## config.mk

```make
export PLATFORM = sky130hd
export DESIGN_NAME = seq_divider
export DESIGN_NICKNAME = d
export VERILOG_FILES = /design/src/rtl/seq_divider.sv
export SDC_FILE = /design/constraint.sdc
export NUM_CORES = 1
export LEC_CHECK = 0
export ABC_AREA = 1
export CAP_MARGIN = 30
export CORE_MARGIN = 1.5
export CORE_UTILIZATION = 50
export CTS_CLUSTER_DIAMETER = 100
export DETAILED_ROUTE_END_ITERATION = 12
export PLACE_DENSITY = 0.72
export SYNTH_ARGS = -nofsm -noshare
export SYNTH_HDL_FRONTEND = slang
export SYNTH_SLANG_ARGS = --single-unit
```

## constraint.sdc

```tcl
create_clock -name clk -period 4.4 [get_ports clk]
set_input_delay 0.44 -clock clk [delete_from_list [all_inputs] [get_ports clk]]
set_output_delay 0.44 -clock clk [all_outputs]
set_load 0.02 [all_outputs]
```

## src/rtl/seq_divider.sv

```systemverilog
// seq_divider: restoring divider, one quotient bit per clock, op_start/op_clear/op_done handshake.
// Define SIGNED_DIV_EN for two's-complement operands (magnitude core plus sign fix-up on output load).
module seq_divider #(
  parameter int WIDTH = 32
) (
  input  logic             clk,
  input  logic             reset_n,
  input  logic [WIDTH-1:0] dividend,
  input  logic [WIDTH-1:0] divisor,
  input  logic             op_start,
  input  logic             op_clear,
  output logic             op_done,
  output logic [WIDTH-1:0] DIV_quotient,
  output logic [WIDTH-1:0] DIV_remainder,
  output logic             div_by_zero
);
  localparam int CW = $clog2(WIDTH) + 1;
  typedef enum logic [1:0] {IDLE = 2'b00, EXEC = 2'b01, DONE = 2'b10} state_t;
  state_t           state_q;
  logic [CW-1:0]    cnt_q;
  logic [WIDTH-1:0] rem_q, quo_q, dvs_q, q_out_q, r_out_q;
  logic             done_q, dbz_q, zero_q;
  logic [WIDTH:0]   shift_d;
  logic [WIDTH-1:0] trial_d, rem_d, quo_d, dvd_mag, dvs_mag, q_fix, r_fix;
  logic             ge;
  assign shift_d = {rem_q, quo_q[WIDTH-1]};
  assign ge      = shift_d >= {1'b0, dvs_q};
  assign trial_d = shift_d[WIDTH-1:0] - dvs_q;
  assign rem_d   = ge ? trial_d : shift_d[WIDTH-1:0];
  assign quo_d   = {quo_q[WIDTH-2:0], ge};
`ifdef SIGNED_DIV_EN
  logic neg_q_q, neg_r_q;
  assign dvd_mag = dividend[WIDTH-1] ? -dividend : dividend;
  assign dvs_mag = divisor[WIDTH-1] ? -divisor : divisor;
  // divide-by-zero forces -1 regardless of the dividend sign
  assign q_fix   = zero_q ? '1 : neg_q_q ? -quo_d : quo_d;
  assign r_fix   = neg_r_q ? -rem_d : rem_d;
  always_ff @(posedge clk) begin
    if (!reset_n || op_clear) begin
      neg_q_q <= 1'b0;
      neg_r_q <= 1'b0;
    end else if (state_q == IDLE && op_start) begin
      neg_q_q <= dividend[WIDTH-1] ^ divisor[WIDTH-1];
      neg_r_q <= dividend[WIDTH-1];
    end
  end
`else
  assign dvd_mag = dividend;
  assign dvs_mag = divisor;
  assign q_fix   = quo_d;
  assign r_fix   = rem_d;
`endif
  always_ff @(posedge clk) begin
    if (!reset_n || op_clear) begin
      state_q <= IDLE;
      cnt_q   <= '0;
      rem_q   <= '0;
      quo_q   <= '0;
      dvs_q   <= '0;
      zero_q  <= 1'b0;
      done_q  <= 1'b0;
      dbz_q   <= 1'b0;
      q_out_q <= '0;
      r_out_q <= '0;
    end else begin
      case (state_q)
        IDLE: if (op_start) begin
          state_q <= EXEC;
          cnt_q   <= '0;
          rem_q   <= '0;
          quo_q   <= dvd_mag;
          dvs_q   <= dvs_mag;
          zero_q  <= divisor == '0;
        end
        EXEC: begin
          rem_q <= rem_d;
          quo_q <= quo_d;
          cnt_q <= cnt_q + 1'b1;
          if (cnt_q == CW'(WIDTH - 1)) begin
            state_q <= DONE;
            done_q  <= 1'b1;
            dbz_q   <= zero_q;
            q_out_q <= q_fix;
            r_out_q <= r_fix;
          end
        end
        DONE: state_q <= DONE;
        default: state_q <= IDLE;
      endcase
    end
  end
  assign op_done       = done_q;
  assign DIV_quotient  = q_out_q;
  assign DIV_remainder = r_out_q;
  assign div_by_zero   = dbz_q;
endmodule

```

==> flow_metrics.py, run 1 <==
# Metrics from the implementation run
metrics = {
    "timing": {
        "min_period_ns": 2.643,
        "max_freq_mhz": 378.3,
        "fin_setup_tns_ns": 0,
        "rsz0062_at_grt": "false",
        "finalHoldViolCount": 0,
        "setup_ws_ns": 1.757,
    },
    "job": {
        "max-cap-violations": 0,
        "warnings": 29,
    },
    "floorplan": {
        "die_width_um": 142.9,
        "die_h_um": 142.9,
        "chipArea_um2": 20410,
    },
    "synth": {
        "yosysWarnings": 0,
        "syn-cell-area_um2": 9783,
        "postSynthSeqShare": 0.3499,
        "fa_ha_area_frac": 0.04681,
        "xor_share": 0.01343,
        "yosys.area.top_type": "dfxtp_1",
        "ff_type": "dfxtp_1",
        "syn_inst": 1480,
        "synth_top_area_share": 0.3499,
        "synthArstFlopShare": 0,
        "mux_area_frac": 0,
        "yosysChipArea_um2": 9783,
        "top_cell": "nand2_1",
        "numSynthFlops": 171,
    },
    "clock_network": {
        "clkSinkCount": 171,
        "clkTransAtPathRegs_ns": 0.07,
        "htree_levels": 4,
        "cts-root-buf": "clkbuf_16",
        "postCtsSetupBuffers": 0,
        "cts_hold_buf": 0,
        "cts_tree": "built",
    },
    "cells_and_area": {
        "combGateArea_um2": 5251,
        "num-multi-input-gates": 1027,
        "diodes": 0,
        "clk_share": 0.05076,
        "drive_above_1_share": 0.08318,
        "largest_class": "logic gates",
        "final.clkbuf_count": 17,
        "n_all_buffers": 144,
        "ff_latch_area_um2": 3423,
        "inv_count": 214,
    },
    "hold_path": {
        "hold_path_depth": 2,
        "worstHoldStart": "dvs_q[24]",
    },
    "pwr": {
        "combinationalPowerShare": 0.183,
        "p_int_w": 0.002668,
        "p_per_area_nw_per_um2": 328.2,
        "maxPowerGroup": "sequential cells",
        "swShare": 0.3129,
        "p_seq_w": 0.00160,
        "pwr-share-clk": 0.406,
        "seqPwrFrac": 0.411,
        "pg_comb_w": 0.000710,
    },
    "global_routing": {
        "use_met1": 0.3747,
        "grt_pass1_wl_mm": 44.89,
        "grt_max_degree": 102,
        "use_met2": 0.4563,
        "grt_pass1_vias": 8904,
    },
    "worst_setup_path": {
        "path_cells": "inv_1 > ha_1 > nand2_1 > nand2_1 > nand2_1 > nand2_1 > inv_2 > nand3_2 > nand2_2 > nand2_2 > nand2_4 > nand2_8 > nand2_1 > nand2_1 > a21o_1 > inv_1",
        "crit_top_cell": "nand2_1",
        "worstSetupEndpointType": "register",
        "cp_top_family": "simple AND/OR/NAND/NOR gates",
        "critPathLaunchType": "register",
        "crit_start": "dvs_q[6]",
        "rrSetupSlack_ns": 1.76,
    },
    "placement": {
        "hpwl_mm": 19.44,
        "dp_cells": 1816,
        "port_buffers": 133,
        "placed_cell_area_um2": 11230,
        "dp_slack_ns": 1.801,
    },
    "status": {
        "outcome": "finished clean",
    },
    "detailed_routing": {
        "wl_met2_mm": 12.46,
        "ant_nets": 0,
        "wl_met1_mm": 13.09,
        "route.met3.wl_mm": 1.573,
        "viasPerCell": 5.208,
    },
}
-- run 1: sequential cells by signal (all words and copies together), names as in the netlist --
| signal | cells |
|---|---|
| quo_q | 32 |
| cnt_q | 6 |
| dvs_q | 32 |
| state_q | 2 |
| DIV_remainder | 32 |
| div_by_zero | 1 |
| zero_q | 1 |
| op_done | 1 |
| DIV_quotient | 32 |
| rem_q | 32 |
-- run 1: cells in the final DEF (no fill, tap or decap), types with 14 or more instances in the layout --
master           synthesis  layout
a21oi_2                 21      21
o21ai_0                 94      94
a21oi_1                100     100
clkbuf_16                0      17
nand2_2                 38      39
nand3_1                 65      65
inv_1                  207     206
dfxtp_1                171     171
xor2_1                  14      14
a31oi_1                 31      31
ha_1                    35      35
clkdlybuf4s50_1          0     133
nor2_1                  51      49
o21bai_1                22      22
nand2_1                475     474
Fig. 1: run 1, met1 routing
Scale bar: 50 um. Supply wires on this layer in gray.
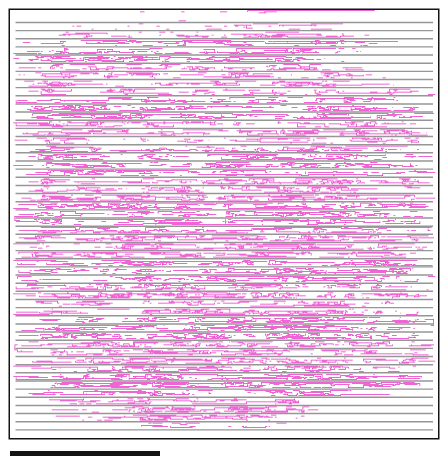
main direction = horizontal
longest straight run = 53.8 um
wire length on this layer = 13,100 um
nets with wire on the layer = 1,550

Fig. 2: run 1, M3 wires
Scale bar: 50 um. Cells faint in the background.
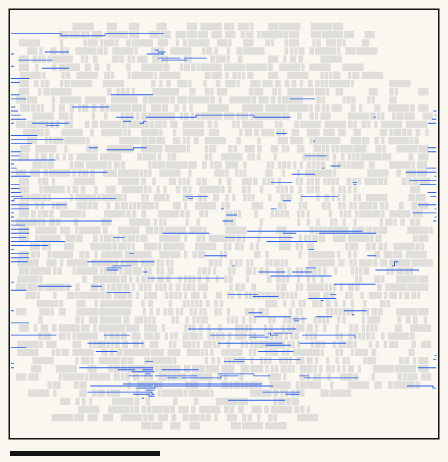
longest straight run = 46.0 um
main direction = horizontal
via count: 9,620
met3 Use GR: 0.04661
drt total wl: 27.78 mm

Fig. 3: run 1, selected gate families
Scale bar: 50 um.
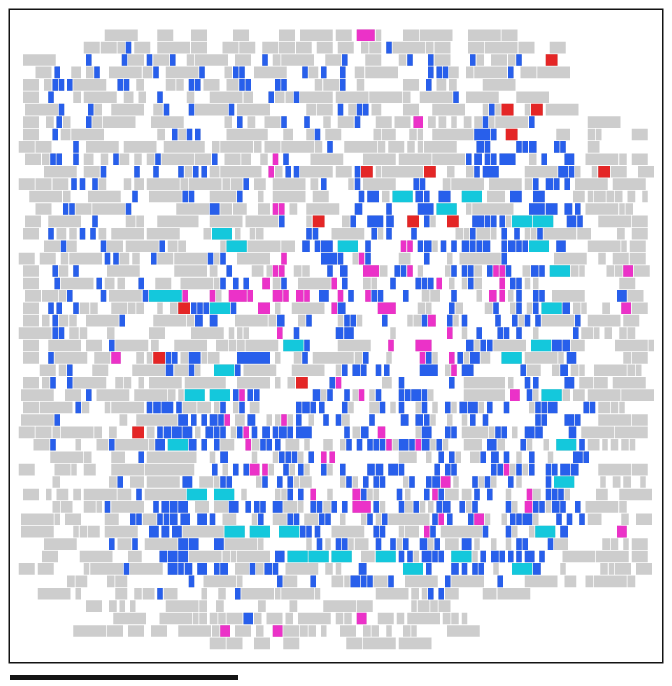
magenta -> NOR gates  # cells 76, where center
cyan -> adder and majority cells  # cells 36
red -> AND-OR and OR-AND gates  # cells 14
blue -> NAND gates  # cells 608, where spread over the die

==> run 2: changes to the inputs <==
Clock period 4.4 ns to 2.6 ns, I/O delays scaled along.
==> flow_metrics.py, run 2 <==
# Metrics from the implementation run
metrics = {
    "status": {
        "outcome": "finished clean",
    },
    "worst_setup_path": {
        "crit_start": "rem_q[13]",
        "worstSetupEndpointType": "register",
        "critPathLaunchType": "register",
        "crit_top_cell": "nand2_1",
        "path_cells": "ha_1 > nand2_1 > nor2_1 > nand2_1 > nor2_2 > nand2_1 > nand2_1 > nor2_4 > buf_4 > nand3_1 > nand2_1 > o21bai_1 > inv_1",
        "rrSetupSlack_ns": 0.20,
        "cp_top_family": "simple AND/OR/NAND/NOR gates",
        "path_class": "register to register",
    },
    "cells_and_area": {
        "final_cell_mix": "474 x nand2_1, 206 x inv_1, 171 x dfxtp_1, 133 x clkdlybuf4s50_1, 100 x a21oi_1",
        "drive_above_1_share": 0.09801,
        "final_core_utilization": 0.6377,
        "ff_latch_area_um2": 3423,
    },
    "timing": {
        "rsz0062_at_grt": "false",
        "timing.final.crit_share": 0.9224,
        "min_period_ns": 2.398,
        "setup_ws_ns": 0.2018,
        "fin_setup_tns_ns": 0,
        "finalHoldViolCount": 0,
        "max_freq_mhz": 417.0,
    },
    "synth": {
        "yosys.area.top_type": "dfxtp_1",
        "ff_type": "dfxtp_1",
        "postSynthSeqShare": 0.3499,
        "top_cell": "nand2_1",
        "synth_top_area_share": 0.3499,
        "syn-cell-area_um2": 9783,
        "yosysChipArea_um2": 9783,
        "numSynthFlops": 171,
        "yosysWarnings": 0,
    },
    "placement": {
        "dp_slack_ns": 0.07949,
        "hpwl_mm": 20.09,
        "port_buffers": 133,
        "placed_cell_area_um2": 11420,
        "dp_cells": 1837,
    },
    "detailed_routing": {
        "ant_nets": 0,
        "route.met3.wl_mm": 1.436,
        "wl_met1_mm": 13.10,
        "wl_met2_mm": 13.20,
        "viasPerCell": 5.162,
    },
    "floorplan": {
        "chipArea_um2": 20410,
        "die_width_um": 142.9,
        "die_h_um": 142.9,
    },
    "global_routing": {
        "grt_overflow": 0,
        "grt_max_degree": 78,
        "grt_pass1_wl_mm": 46.11,
        "grt_pass1_vias": 9162,
        "use_met2": 0.4765,
    },
    "pwr": {
        "pg_comb_w": 0.00126,
        "p_seq_w": 0.00270,
        "combinationalPowerShare": 0.189,
        "maxPowerGroup": "sequential cells",
        "p_per_area_nw_per_um2": 550.8,
        "seqPwrFrac": 0.406,
        "p_int_w": 0.004495,
        "pwr-share-clk": 0.405,
        "swShare": 0.3248,
    },
    "job": {
        "warnings": 27,
        "max-cap-violations": 0,
    },
    "clock_network": {
        "clkTransAtPathRegs_ns": 0.08,
        "cts-root-buf": "clkbuf_16",
        "clkSinkCount": 171,
        "htree_levels": 4,
        "cts_hold_buf": 0,
    },
    "hold_path": {
        "worstHoldStart": "dividend[17]",
        "min_to": "quo_q[17]",
        "hold_path_depth": 3,
    },
}
[run 2: cell counts after synthesis]
No cell type changed its count.
[run 2: cells by family (layout without fill, tap and decap cells)]
group / Yosys count / in the layout / synth area share
buffers and inverters: 282 / 413 / 0.1163
AOI/OAI and AO/OA: 283 / 283 / 0.1660
DFF: 171 / 171 / 0.3499
adders and majority gates: 36 / 36 / 0.04681
xor gates and xnor gates: 15 / 15 / 0.01343
and+or+nand+nor: 693 / 694 / 0.3076
[run 2: what timing repair did]
item | in CTS | in global routing
resized | 0 | 1
endpoints found under the setup margin | 0 | 66
buffers inserted | 0 | 2
[run 2: final cells by class]
class	instances	area share
clock buffers	17	0.03519
clock inverters	15	0.01708
inverters	214	0.06645
multi-input cells	1028	0.4358
flip-flops and latches	171	0.2832
well taps	260	0.02691
repair buffers	167	0.1354
Fig. 4: run 2, met1 routing
Scale bar: 50 um. Supply wires on this layer in gray.
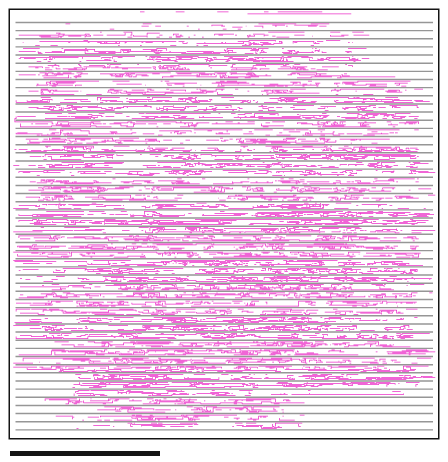
main direction = horizontal
wire length on this layer = 13,100 um
longest straight run = 54.3 um
share of all routed wire = 46%
met1 usage: 0.3784
drt total wl: 28.42 mm
via count: 9,664

Fig. 5: run 2, M3 wires
Scale bar: 50 um. Cells faint in the background.
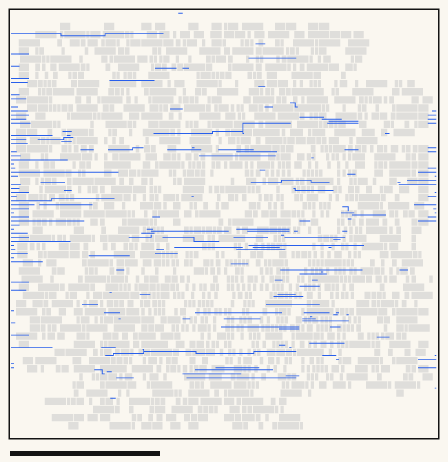
main direction = horizontal
share of all routed wire = 5.1%
longest straight run = 38.2 um
wire length on this layer = 1,440 um
met3 Use GR: 0.05097

==> run 3: changes to the inputs <==
Settings changed: HOLD_SLACK_MARGIN set to 0.08.
Clock period 2.6 ns to 3 ns, I/O delays scaled along.
==> flow_metrics.py, run 3 <==
# Metrics from the implementation run
metrics = {
    "pwr": {
        "p_int_w": 0.003853,
        "maxPowerGroup": "sequential cells",
        "seqPwrFrac": 0.415,
    },
    "worst_setup_path": {
        "worstSetupEndpointType": "register",
        "crit_top_cell": "nand2_1",
        "path_class": "register to register",
        "rrSetupSlack_ns": 0.41,
        "critPathLaunchType": "register",
    },
    "clock_network": {
        "cts-root-buf": "clkbuf_16",
        "clkSinkCount": 171,
        "htree_levels": 4,
        "cts_hold_buf": 0,
        "postCtsSetupBuffers": 0,
        "cts_tree": "built",
    },
    "hold_path": {
        "worstHoldStart": "dividend[24]",
        "min_to": "quo_q[24]",
    },
    "synth": {
        "ff_type": "dfxtp_1",
        "yosysWarnings": 0,
        "synth_top_area_share": 0.3499,
        "yosysChipArea_um2": 9783,
        "syn-cell-area_um2": 9783,
        "top_cell": "nand2_1",
        "numSynthFlops": 171,
        "postSynthSeqShare": 0.3499,
    },
    "timing": {
        "min_period_ns": 2.589,
        "rsz0062_at_grt": "false",
        "timing.final.crit_share": 0.8630,
    },
    "job": {
        "warnings": 27,
    },
    "floorplan": {
        "die_h_um": 142.9,
        "chipArea_um2": 20410,
    },
    "cells_and_area": {
        "ff_latch_area_um2": 3423,
        "final_core_utilization": 0.6281,
        "diodes": 0,
        "drive_above_1_share": 0.08720,
        "combGateArea_um2": 5251,
    },
    "global_routing": {
        "grt_max_degree": 78,
        "grt_pass1_vias": 8886,
    },
    "status": {
        "outcome": "finished clean",
    },
}
-- run 3: cell counts after synthesis --
No cell type changed its count.
-- run 3: cell type report --
type / count / area share
Inverter: 214 / 0.06758
Clock inverter: 15 / 0.01545
Timing Repair Buffer: 150 / 0.1253
Sequential cell: 171 / 0.2875
Multi-Input combinational cell: 1027 / 0.4411
Clock buffer: 17 / 0.03573
Tap cell: 260 / 0.02733
-- run 3: cell families (layout without fill, tap and decap cells) --
kind of cell | after synthesis | in the layout | share of synthesized area
DFF | 171 | 171 | 0.3499
buffers and inverters | 282 | 396 | 0.1163
adders and majority gates | 36 | 36 | 0.04681
AOI/OAI and AO/OA | 283 | 283 | 0.1660
xor gates and xnor gates | 15 | 15 | 0.01343
and+or+nand+nor | 693 | 693 | 0.3076
Fig. 6: run 3, M3 wires
Scale bar: 50 um. Cells faint in the background.
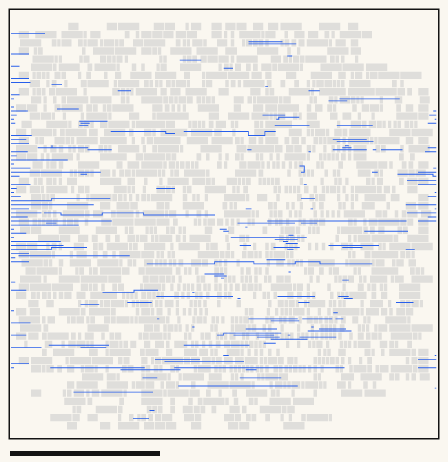
share of all routed wire = 5.9%
main direction = horizontal
longest straight run = 56.6 um
drt total wl: 27.94 mm
met3 Use GR: 0.05567
via count: 9,574

Fig. 7: run 3, close-up of the layout
Scale bar: 10 um. Region (87, 16) to (127, 56) um. Cells in gray, sequential cells in the stronger gray; small squares are vias.
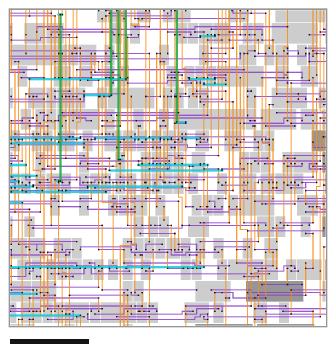
green -> met4
cyan -> met3
purple -> met1
orange -> met2
sequential cells in the window = 1
most frequent = nand2_1 (76), inv_1 (40), nand3_1 (14)
netlist names of flops here include = `rem_q` (1)
cells with their middle in the window = 185

Power figures rest on the tool's default switching activity, not on a simulated workload.
